**src/rtl/dr_phase_tracker_elastic.sv**
```systemverilog
// Purpose: oversampled USB2 bit recovery; vote-filtered eye-centre tracking feeding an elastic re-timing FIFO.
// Latency: output starts once FIFO_START bits are buffered, then 1 cycle from FIFO pop to data_out/data_valid.
// Backpressure: none upstream; a full FIFO drops the later bit (sticky overflow), an empty pop drops valid and refills.
module dr_phase_tracker_elastic #(
    parameter int OVERSAMPLE  = 10,
    parameter int LOCK_THRESH = 4,
    parameter int FIFO_DEPTH  = 16,
    parameter int FIFO_START  = 8
) (
    input  logic                          clock_480,
    input  logic                          reset,
    input  logic [OVERSAMPLE-1:0]         samples,
    output logic                          data_out,
    output logic                          data_valid,
    output logic [$clog2(OVERSAMPLE)-1:0] phase,
    output logic [$clog2(FIFO_DEPTH):0]   fill_level,
    output logic                          overflow,
    output logic                          underflow
);
    localparam int PW = $clog2(OVERSAMPLE);
    localparam int AW = $clog2(FIFO_DEPTH);
    localparam int FW = AW + 1;
    localparam int VW = $clog2(LOCK_THRESH + 1) + 1;

    localparam logic [PW:0]          OS_W     = (PW+1)'(OVERSAMPLE);
    localparam logic [PW:0]          HALF_W   = (PW+1)'(OVERSAMPLE / 2);
    localparam logic [PW-1:0]        SIDX_RST = PW'(OVERSAMPLE / 2);
    localparam logic [PW-1:0]        SIDX_MAX = PW'(OVERSAMPLE - 1);
    localparam logic signed [VW-1:0] VOTE_HI  = VW'(LOCK_THRESH - 1);
    localparam logic signed [VW-1:0] VOTE_LO  = VW'(1 - LOCK_THRESH);
    localparam logic [FW-1:0]        DEPTH_W  = FW'(FIFO_DEPTH);
    localparam logic [FW-1:0]        START_W  = FW'(FIFO_START);

    typedef enum logic {FILL = 1'b0, STREAM = 1'b1} state_t;

    state_t                state_q, state_d;
    logic [PW-1:0]         sidx, sidx_d;
    logic signed [VW-1:0]  vote, vote_d;
    logic                  prev_last;
    logic                  skip_next, skip_d;

    logic [OVERSAMPLE-1:0] edges;
    logic                  one_edge;
    logic [PW-1:0]         edge_pos;
    logic [PW:0]           eph_sum, ephase, diff_raw, diff;
    logic                  vote_up, vote_dn, step_up, step_dn;

    logic [1:0]            push_cnt;
    logic                  push_b0, push_b1;

    logic                  mem [FIFO_DEPTH];
    logic [AW-1:0]         wr_ptr, rd_ptr;
    logic [FW-1:0]         fill, fill_d, room;
    logic                  pop, drop;
    logic [1:0]            accept;

    assign phase      = sidx;
    assign fill_level = fill;

    // Transition map across the UI, seamed to the last sample of the previous cycle; locate a lone edge.
    always_comb begin
        edges    = samples ^ {samples[OVERSAMPLE-2:0], prev_last};
        one_edge = (edges != '0) && ((edges & (edges - OVERSAMPLE'(1))) == '0);
        edge_pos = '0;
        for (int k = 0; k < OVERSAMPLE; k++) begin
            if (edges[k]) edge_pos = PW'(k);
        end
    end

    // Signed phase error of the lone edge versus where the edge should sit for the current sample index.
    always_comb begin
        eph_sum  = {1'b0, sidx} + HALF_W;
        ephase   = (eph_sum >= OS_W) ? eph_sum - OS_W : eph_sum;
        diff_raw = {1'b0, edge_pos} + OS_W - ephase;
        diff     = (diff_raw >= OS_W) ? diff_raw - OS_W : diff_raw;
        // diff in [0, OS/2) is a late edge (d >= 0), [OS/2, OS) wraps to a negative (early) error.
        vote_up  = one_edge && (diff != '0) && (diff < HALF_W);
        vote_dn  = one_edge && (diff >= HALF_W);
    end

    // Vote filter: the pointer moves one step only after LOCK_THRESH net votes in one direction.
    always_comb begin
        vote_d  = vote;
        sidx_d  = sidx;
        step_up = 1'b0;
        step_dn = 1'b0;
        if (vote_up) begin
            if (vote == VOTE_HI) begin
                step_up = 1'b1;
                vote_d  = '0;
                sidx_d  = (sidx == SIDX_MAX) ? '0 : sidx + PW'(1);
            end else begin
                vote_d  = vote + VW'(1);
            end
        end else if (vote_dn) begin
            if (vote == VOTE_LO) begin
                step_dn = 1'b1;
                vote_d  = '0;
                sidx_d  = (sidx == '0) ? SIDX_MAX : sidx - PW'(1);
            end else begin
                vote_d  = vote - VW'(1);
            end
        end
    end

    // Bit emission: a backward wrap recovers an extra bit this cycle, a forward wrap owes one skipped cycle.
    always_comb begin
        push_cnt = 2'd1;
        push_b0  = samples[sidx];
        push_b1  = samples[OVERSAMPLE-1];
        skip_d   = step_up && (sidx == SIDX_MAX);
        if (skip_next) begin
            push_cnt = 2'd0;
        end else if (step_dn && (sidx == '0)) begin
            push_cnt = 2'd2;
            push_b0  = samples[0];
        end
    end

    // FIFO accounting: pop is decided on pre-push occupancy, so a same-cycle pop frees one slot for pushes.
    always_comb begin
        pop    = (state_q == STREAM) && (fill != '0);
        room   = DEPTH_W - fill + FW'(pop);
        drop   = FW'(push_cnt) > room;
        accept = drop ? room[1:0] : push_cnt;
        fill_d = fill - FW'(pop) + FW'(accept);
    end

    // Output FSM next state: start streaming once the buffer reaches the start mark, refill after an empty pop.
    always_comb begin
        state_d = state_q;
        case (state_q)
            FILL:   if (fill_d >= START_W) state_d = STREAM;
            STREAM: if (fill == '0)        state_d = FILL;
        endcase
    end

    // Tracker state, FIFO pointers, FSM register and registered output stage.
    always_ff @(posedge clock_480 or negedge reset) begin
        if (!reset) begin
            sidx       <= SIDX_RST;
            vote       <= '0;
            prev_last  <= 1'b0;
            skip_next  <= 1'b0;
            state_q    <= FILL;
            fill       <= '0;
            wr_ptr     <= '0;
            rd_ptr     <= '0;
            data_out   <= 1'b0;
            data_valid <= 1'b0;
            overflow   <= 1'b0;
            underflow  <= 1'b0;
        end else begin
            sidx      <= sidx_d;
            vote      <= vote_d;
            prev_last <= samples[OVERSAMPLE-1];
            skip_next <= skip_d;
            state_q   <= state_d;
            fill      <= fill_d;
            wr_ptr    <= wr_ptr + AW'(accept);
            rd_ptr    <= rd_ptr + AW'(pop);
            overflow  <= overflow | drop;
            if (state_q == STREAM) begin
                if (pop) begin
                    data_out   <= mem[rd_ptr];
                    data_valid <= 1'b1;
                end else begin
                    underflow  <= 1'b1;
                    data_valid <= 1'b0;
                end
            end else begin
                data_valid <= 1'b0;
            end
        end
    end

    // Bit storage; entries are only read behind the fill count, so no reset is needed.
    always_ff @(posedge clock_480) begin
        if (accept != 2'd0) mem[wr_ptr] <= push_b0;
        if (accept == 2'd2) mem[wr_ptr + AW'(1)] <= push_b1;
    end

endmodule

```
**config.mk**
```make
export PLATFORM = sky130hd
export DESIGN_NAME = dr_phase_tracker_elastic
export DESIGN_NICKNAME = d
export VERILOG_FILES = /design/src/rtl/dr_phase_tracker_elastic.sv
export SDC_FILE = /design/constraint.sdc
export NUM_CORES = 1
export LEC_CHECK = 0
export ABC_AREA = 1
export CAP_MARGIN = 20
export CORE_ASPECT_RATIO = 1.2
export CORE_MARGIN = 4
export CORE_UTILIZATION = 40
export DETAILED_ROUTE_END_ITERATION = 10
export PLACE_DENSITY_LB_ADDON = 0.05
export SYNTH_ARGS = -nofsm -noshare
export SYNTH_HDL_FRONTEND = slang
export SYNTH_SLANG_ARGS = --single-unit
```
**constraint.sdc**
```tcl
create_clock -name clock_480 -period 9 [get_ports clock_480]
set_input_delay 1.8 -clock clock_480 [delete_from_list [all_inputs] [get_ports clock_480]]
set_output_delay 1.8 -clock clock_480 [all_outputs]
set_load 0.02 [all_outputs]
```
Metal 1:
Scale bar: 20 um.
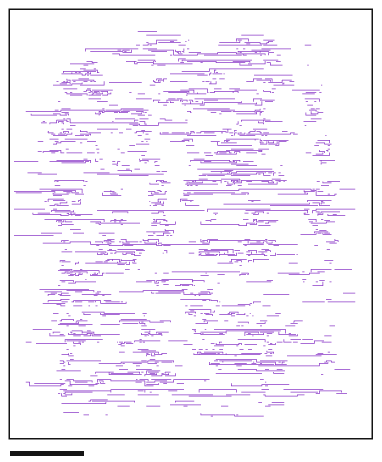
wire length on this layer: 3,910 um
main direction: horizontal
share of all routed wire: 45%
longest straight run: 29.0 um
nets with wire on the layer: 555
final WL: 8.720 mm
vias post-DR: 3,408
met1 usage: 20.38%

Signal wires on met2:
Scale bar: 20 um.
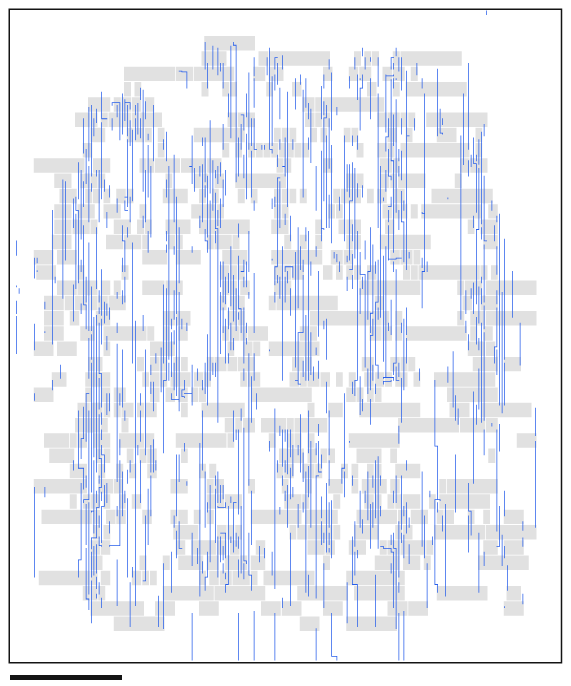
nets with wire on the layer: 456
share of all routed wire: 52%
wire length on this layer: 4,500 um
main direction: vertical
global routing usage on met2: 30.02%

==> results.toml <==
# physical design summary
[routing]
drc_errors = 0
vias_per_cell = 5.049

[synth]
top_area_share_pct = 16.70
ys_cells = 537
ys_warn_count = 0
yosys_area_mm2 = 0.003895

[run_status]
status = "completed"

[worst_setup_path]
endpoint_kind = "flip-flop"
arrival_ns = 7.72

[sta]
timing.fmax_mhz = 132.4
rsz0062_at_grt = "false"
tightest_slew_ns = 0.5261
fin_crit_sh_pct = 83.89
hold_viol = 0
report.final.slew_viol_count = 0

[grt]
antenna_found_initial = 0
grt_max_degree = 51
track_usage_pct = 16.38

[clock_network]
cts.sinks = 44
htree_levels = 2

[floorplan]
core-area_mm2 = 0.009515

[power]
ir_drop_mv = 0.09863
Met3 routing:
Scale bar: 20 um.
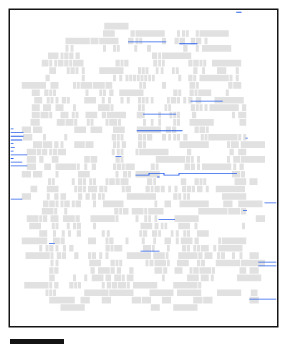
share of all routed wire: 2.1%
longest straight run: 21.2 um
nets with wire on the layer: 25
met3 GRT Util: 2.031%

Cell area per tile:
10 x 12 tiles, from white (low) to dark blue (high), 0 to 100% covered.
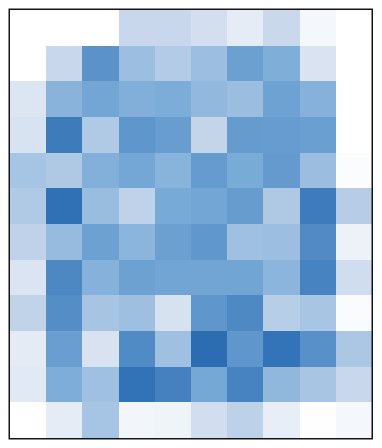
nearly empty tiles: 9.2%
mean over tiles: 37%
densest ninth of the die: centre

[stage by stage]
stage	power (mW)	worst slack, ns	area, um2	utilization, %	std cells
2_1_floorplan	0.7745	2.020	3895	-	537
3_3_place_gp	0.9264	1.272	4204	44.18	667
3_5_place_dp	0.9330	1.069	4204	44.18	667
4_1_cts	1.158	1.377	4382	46.05	675
5_1_grt	1.267	0.7186	4382	46.05	675
6_report	1.143	1.450	4382	46.05	675
[final timing paths]
kind,from,endpoint,slack [ns],depth (start not counted)
setup / recovery,samples[9],state_q,1.45,38
hold / removal,underflow,underflow,0.46,1
setup reg to reg,phase[0],state_q,2.29,40
hold reg to reg,underflow,underflow,0.46,1
max in group asynchronous,reset,phase[0],6.77,2
min in group asynchronous,reset,vote[0],1.91,2
[cell type report]
cell class	instances	area (um2)	share of cell area, %
Multi-Input combinational cell	403	2335	53.28
Inverter	69	261.5	5.968
Clock inverter	2	38.79	0.8852
Clock buffer	6	138.9	3.170
Tap cell	123	153.9	3.512
Timing Repair Buffer	28	270.3	6.168
Sequential cell	44	1184	27.01
[cell families after synthesis]
group / after synthesis / share of synthesized area, %
compound gates: 78 / 12.05
fa+ha+maj: 33 / 11.18
simple gates: 266 / 30.61
buf+inv: 90 / 9.862
flops: 44 / 30.39
mux: 2 / 0.5140
xor+xnor: 24 / 5.397
[metal layers]
metal / part of all wire (%) / vias up / wire length, um / global-route usage (%)
met2: 52 / 38 / 4501 / 30.02
li1: - / 1797 / - / -
met3: 2.1 / 8 / 180 / 2.031
met4: 1.5 / 0 / 129 / 4.432
met5: 0 / - / 0 / 0
met1: 45 / 1565 / 3907 / 20.38
[flip-flops by register name, summed over array words and instances (netlist names)]
signal,count
prev_last,1
data_valid,1
vote,4
underflow,1
data_out,1
skip_next,1
wr_ptr,4
state_q,1
rd_ptr,4
fill_level,5
overflow,1
mem,16
phase,4
[report_power, final]
group | internal, mW | switching (mW) | leakage [nW]
Sequential | 0.277 | 0.0683 | 0.468
Combinational | 0.221 | 0.355 | 1.54
Clock | 0.139 | 0.0819 | 0.0871
[cells in the final DEF (no fill, tap or decap), types with 2 or more instances in the layout]
master           count
o21ai_0             29
clkdlybuf4s50_1     24
fa_1                 3
buf_4                4
dfstp_2              2
o221ai_1             4
a21oi_1             14
nand2_2              8
edfxtp_1            16
nand2_1            124
xor2_1              13
nor2_4               2
inv_1               65
o211ai_1             5
nand4_1             17
nand3_1             42
clkbuf_16            5
inv_2                3
a21o_1               3
a31oi_1              2
xnor2_1             11
nand3_2              2
nor3_1               3
nor2_1              59
ha_1                30
o21ai_1             12
mux2i_1              2
nor4_1               2
o32ai_1              2
dfrtp_1             26
No activity file was given, so power comes from the tool's default toggle rates.
